`config.mk`:
```
export PLATFORM = sky130hd
export DESIGN_NAME = fp_mac_pipe
export DESIGN_NICKNAME = d
export VERILOG_FILES = /design/src/rtl/fp_mac_pipe.sv
export SDC_FILE = /design/constraint.sdc
export NUM_CORES = 2
export LEC_CHECK = 0
export ABC_CLOCK_PERIOD_IN_PS = 11400
export CAP_MARGIN = 10
export CORE_MARGIN = 4
export CORE_UTILIZATION = 59
export CTS_CLUSTER_SIZE = 20
export DETAILED_ROUTE_END_ITERATION = 10
export PLACE_DENSITY = 0.81
export SLEW_MARGIN = 0
export SYNTH_ARGS = -nofsm -noshare
export SYNTH_HDL_FRONTEND = slang
export SYNTH_SLANG_ARGS = --single-unit
```
`constraint.sdc`:
```
create_clock -name clk -period 11.4 [get_ports clk]
set_input_delay 2.28 -clock clk [delete_from_list [all_inputs] [get_ports clk]]
set_output_delay 2.28 -clock clk [all_outputs]
set_load 0.05 [all_outputs]
```
`src/rtl/fp_mac_pipe.sv`:
```
// fp_mac_pipe: two-stage streaming floating-point multiply-accumulate.
// Stage 1 registers the truncated product, stage 2 folds it into the running sum.
// Denormals are flushed, rounding is toward zero, overflow saturates to infinity.
module fp_mac_pipe #(
   parameter int EXP_W = 8,
   parameter int MAN_W = 23,
   parameter int CNT_W = 16
) (
   input  logic                   clk,
   input  logic                   rst,
   input  logic                   in_valid,
   input  logic [EXP_W+MAN_W:0]   a,
   input  logic [EXP_W+MAN_W:0]   b,
   input  logic                   acc_clr,
   output logic                   out_valid,
   output logic [EXP_W+MAN_W:0]   acc,
   output logic [CNT_W-1:0]       count,
   output logic                   ovf
);

   localparam int W    = 1 + EXP_W + MAN_W;
   localparam int PW   = 2 * (MAN_W + 1);
   localparam int XW   = EXP_W + 2;
   localparam int BIAS = 2**(EXP_W-1) - 1;
   localparam int LZ_W = $clog2(MAN_W + 2);
   localparam logic [XW-1:0] BIAS_X = XW'(BIAS);
   localparam logic [XW-1:0] EMAX_X = XW'(2**EXP_W - 1);

   // Leading-zero count of a (MAN_W+1)-bit mantissa; the highest set bit wins.
   function automatic logic [LZ_W-1:0] f_lzc(input logic [MAN_W:0] v);
      logic [LZ_W-1:0] n;
      n = '0;
      for (int i = 0; i <= MAN_W; i++) begin
         if (v[i]) n = LZ_W'(MAN_W - i);
      end
      return n;
   endfunction

   // ---------------- stage 1: multiply ----------------
   logic               w_sa, w_sb;
   logic [EXP_W-1:0]   w_ea, w_eb;
   logic [MAN_W-1:0]   w_ma, w_mb;
   logic [PW-1:0]      w_mprod;
   logic               w_p_msb;
   logic [MAN_W-1:0]   w_p_man;
   logic [XW-1:0]      w_p_exp;
   logic [W-1:0]       w_prod;
   logic               w_prod_ovf;

   assign w_sa    = a[W-1];
   assign w_sb    = b[W-1];
   assign w_ea    = a[W-2 -: EXP_W];
   assign w_eb    = b[W-2 -: EXP_W];
   assign w_ma    = a[MAN_W-1:0];
   assign w_mb    = b[MAN_W-1:0];
   assign w_mprod = {{(MAN_W+1){1'b0}}, 1'b1, w_ma} * {{(MAN_W+1){1'b0}}, 1'b1, w_mb};
   assign w_p_msb = w_mprod[PW-1];
   assign w_p_man = w_p_msb ? w_mprod[PW-2 -: MAN_W] : w_mprod[PW-3 -: MAN_W];
   // Two extra bits: bit XW-1 acts as the sign of the unbiased-minus-bias result.
   assign w_p_exp = XW'(w_ea) + XW'(w_eb) - BIAS_X + XW'(w_p_msb);

   // Classify the product: zero operands win, then infinities, then range checks.
   always_comb begin
      w_prod     = '0;
      w_prod_ovf = 1'b0;
      if ((w_ea == '0) || (w_eb == '0)) begin
         w_prod = '0;
      end else if ((&w_ea) || (&w_eb) || (!w_p_exp[XW-1] && (w_p_exp >= EMAX_X))) begin
         w_prod     = {w_sa ^ w_sb, {EXP_W{1'b1}}, {MAN_W{1'b0}}};
         w_prod_ovf = 1'b1;
      end else if (w_p_exp[XW-1] || (w_p_exp == '0)) begin
         w_prod = '0;
      end else begin
         w_prod = {w_sa ^ w_sb, w_p_exp[EXP_W-1:0], w_p_man};
      end
   end

   logic               r_s1_valid;
   logic               r_s1_clr;
   logic [W-1:0]       r_prod;
   logic               r_prod_ovf;

   // Product register; the clear flag travels with every cycle, sample or not.
   always_ff @(posedge clk or posedge rst) begin
      if (rst) begin
         r_s1_valid <= 1'b0;
         r_s1_clr   <= 1'b0;
         r_prod     <= '0;
         r_prod_ovf <= 1'b0;
      end else begin
         r_s1_valid <= in_valid;
         r_s1_clr   <= acc_clr;
         if (in_valid) begin
            r_prod     <= w_prod;
            r_prod_ovf <= w_prod_ovf;
         end
      end
   end

   // ---------------- stage 2: accumulate ----------------
   logic               w_as, w_ps;
   logic [EXP_W-1:0]   w_ae, w_pe;
   logic [MAN_W-1:0]   w_am, w_pm;
   logic               w_prod_big;
   logic               w_big_s;
   logic [EXP_W-1:0]   w_big_e, w_sml_e, w_ediff;
   logic [MAN_W:0]     w_big_f, w_sml_f, w_sml_sh;
   logic [MAN_W+1:0]   w_sum;
   logic [LZ_W-1:0]    w_lz;
   logic [MAN_W:0]     w_norm;
   logic [XW-1:0]      w_res_exp;
   logic [MAN_W-1:0]   w_res_man;
   logic [W-1:0]       w_add_res;
   logic               w_add_ovf;
   logic [CNT_W-1:0]   w_cnt_inc;

   assign w_as = acc[W-1];
   assign w_ae = acc[W-2 -: EXP_W];
   assign w_am = acc[MAN_W-1:0];
   assign w_ps = r_prod[W-1];
   assign w_pe = r_prod[W-2 -: EXP_W];
   assign w_pm = r_prod[MAN_W-1:0];

   // A zero exponent means a zero value, so its hidden bit is clear.
   assign w_prod_big = {w_pe, w_pm} > {w_ae, w_am};
   assign w_big_s    = w_prod_big ? w_ps : w_as;
   assign w_big_e    = w_prod_big ? w_pe : w_ae;
   assign w_sml_e    = w_prod_big ? w_ae : w_pe;
   assign w_big_f    = w_prod_big ? {(|w_pe), w_pm} : {(|w_ae), w_am};
   assign w_sml_f    = w_prod_big ? {(|w_ae), w_am} : {(|w_pe), w_pm};
   assign w_ediff    = w_big_e - w_sml_e;
   assign w_sml_sh   = w_sml_f >> w_ediff;
   assign w_sum      = (w_ps == w_as) ? ({1'b0, w_big_f} + {1'b0, w_sml_sh})
                                      : ({1'b0, w_big_f} - {1'b0, w_sml_sh});
   assign w_lz       = f_lzc(w_sum[MAN_W:0]);
   assign w_cnt_inc  = (&count) ? count : count + CNT_W'(1);

   // Renormalise the raw sum and apply the zero / overflow limits.
   always_comb begin
      w_add_res = '0;
      w_add_ovf = 1'b0;
      w_norm    = '0;
      w_res_exp = '0;
      w_res_man = '0;
      if (r_prod_ovf) begin
         w_add_res = {w_ps, {EXP_W{1'b1}}, {MAN_W{1'b0}}};
         w_add_ovf = 1'b1;
      end else if (w_sum != '0) begin
         if (w_sum[MAN_W+1]) begin
            w_res_exp = XW'(w_big_e) + XW'(1);
            w_res_man = w_sum[MAN_W:1];
         end else begin
            w_res_exp = XW'(w_big_e) - XW'(w_lz);
            w_norm    = w_sum[MAN_W:0] << w_lz;
            w_res_man = w_norm[MAN_W-1:0];
         end
         if (!w_res_exp[XW-1] && (w_res_exp >= EMAX_X)) begin
            w_add_res = {w_big_s, {EXP_W{1'b1}}, {MAN_W{1'b0}}};
            w_add_ovf = 1'b1;
         end else if (w_res_exp[XW-1] || (w_res_exp == '0)) begin
            w_add_res = '0;
         end else begin
            w_add_res = {w_big_s, w_res_exp[EXP_W-1:0], w_res_man};
         end
      end
   end

   // Accumulator: restart, add, or hold once saturated; count always tracks samples.
   always_ff @(posedge clk or posedge rst) begin
      if (rst) begin
         out_valid <= 1'b0;
         acc       <= '0;
         count     <= '0;
         ovf       <= 1'b0;
      end else begin
         out_valid <= r_s1_valid;
         if (r_s1_valid) begin
            if (r_s1_clr) begin
               acc   <= r_prod;
               count <= CNT_W'(1);
               ovf   <= r_prod_ovf;
            end else if (!ovf) begin
               acc   <= w_add_res;
               count <= w_cnt_inc;
               ovf   <= w_add_ovf;
            end else begin
               count <= w_cnt_inc;
            end
         end else if (r_s1_clr) begin
            acc   <= '0;
            count <= '0;
            ovf   <= 1'b0;
         end
      end
   end

endmodule

```
Figure 1. M1 wires.
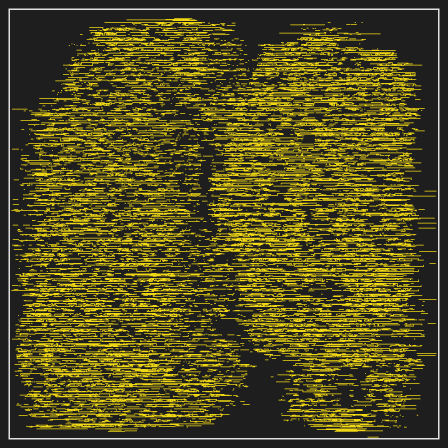
4509 nets have wire on it. The longest straight run is 57.5 microns. The wires run mostly horizontal. The layer carries 37.0 mm of wire. The layer holds 34% of the routed length.
M1 GR Usage: 0.466
Detailed Route WL: 109 mm
Vias: 29215

Figure 2. Congestion heat map.
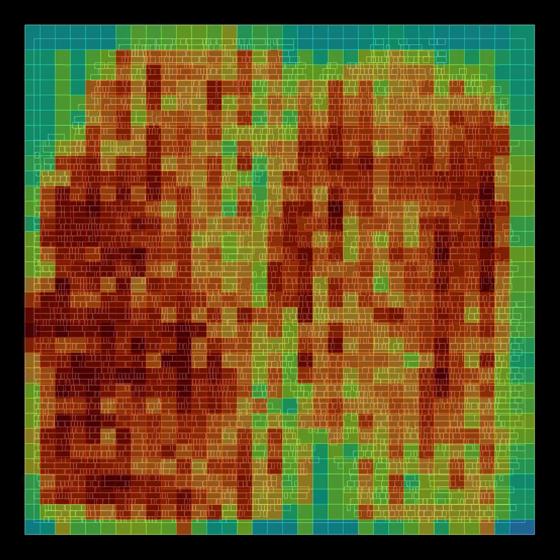
GR peak layer: met2
post-DR wirelength/cell: 23.4 microns
GR Util met3: 0.0754

Figure 3. I/O nets highlighted.
Bar = 50 microns.
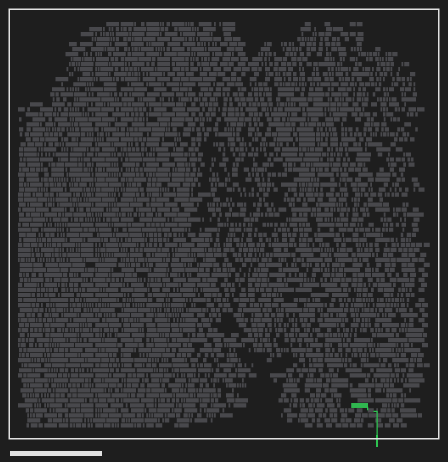
Key: green = `out_valid` [bits 1, direction output, end cells 1, buffers 1, wire 17.6 microns]
port bufs: 117
I/O pins: 118

[layout by cell type, fill, tap and decap left out, drive strengths merged, types with 20 or more instances in the layout]
cell type / count
a211oi: 21
a21o: 34
a21oi: 143
a22oi: 27
a31oi: 20
and2: 224
and3: 28
buf: 490
clkdlybuf4s50: 71
dfrtp: 85
fa: 484
ha: 250
inv: 651
mux2i: 70
nand2: 481
nand2b: 20
nand3: 49
nand4: 29
nor2: 174
nor3: 41
o211ai: 24
o21ai: 147
o221ai: 22
xnor2: 61
xor2: 42
[critical path: cells and delay by family]
family,cells,cell delay (ns)
AND-OR/OR-AND,11,2.18
adder cells (fa/ha/maj),11,4.58
XOR/XNOR,2,0.30
buffers and inverters,12,1.29
AND/OR/NAND/NOR,10,1.57
==> impl_metrics.ini <==
; flow metrics
[status]
status = finished, violations left
violations = negative setup slack

[finish]
comb_area_sq_um = 25400
seq_share = 0.0587
drive_gt1_frac = 0.203
comb_cells = 2654
fillers = 3361
areaGrowthSynthToFinish_pct = 23.6
area_dominant_class = combinational gates
reg_top3 = acc (32), r_prod (32), count (16)
fin_area_sq_um = 36600
final_core_util = 0.743
layout.nets = 4784
nNonClkBuffers = 580

[synth]
aoi_share = 0.128
ys_cells = 3567
ys_top_logic_family = adder cells
synth-xor-area-share = 0.0311
yosys_area_sq_um = 29600
most_common_cell = inv_1
ys_sh_adder = 0.433
yosys_warnings = 0
synth-seq-cells = 85

[floorplan]
nWellTaps = 664
core_sq_um = 49300
num_rows = 81

[timing]
whs_ns = 0.576
finalSetupViolCount = 32
fin_ws_ns = -0.579
slew_viol_final = 0
clock.fmax_mhz = 83.5
worstMarginPinSlew_ns = 1.18
rsz0062_at_grt = yes

[routing]
ant_nets = 0
wl_met2_mm = 50.1
drtIter0Drc = 3434
dr.pass1.iters = 8

[run]
tool_warnings = 31

[clock_network]
post_cts_resized = 330
hold_buffers = 0
cts_made_buffers = 9
cts_buffer_depth = 2
cts_htree_levels = 3
clk_latency_ns = 0.35

[grt]
grt_use_met2 = 0.647
grt_pass1_wl_mm = 165

[setup_path]
rr_worst_depth = 52
worst-path-max-fanout = 6
critical_path.endpoint_type = flop
slowest_stage = fa_1
startpoint = b[8]

[hold_path]
hold_depth = 2
worstHoldStart = count[14]$_DFFE_PP0P_

[placed_design]
dp_worst_setup_slack_ns = -1.18
place_hpwl_mm = 75.4
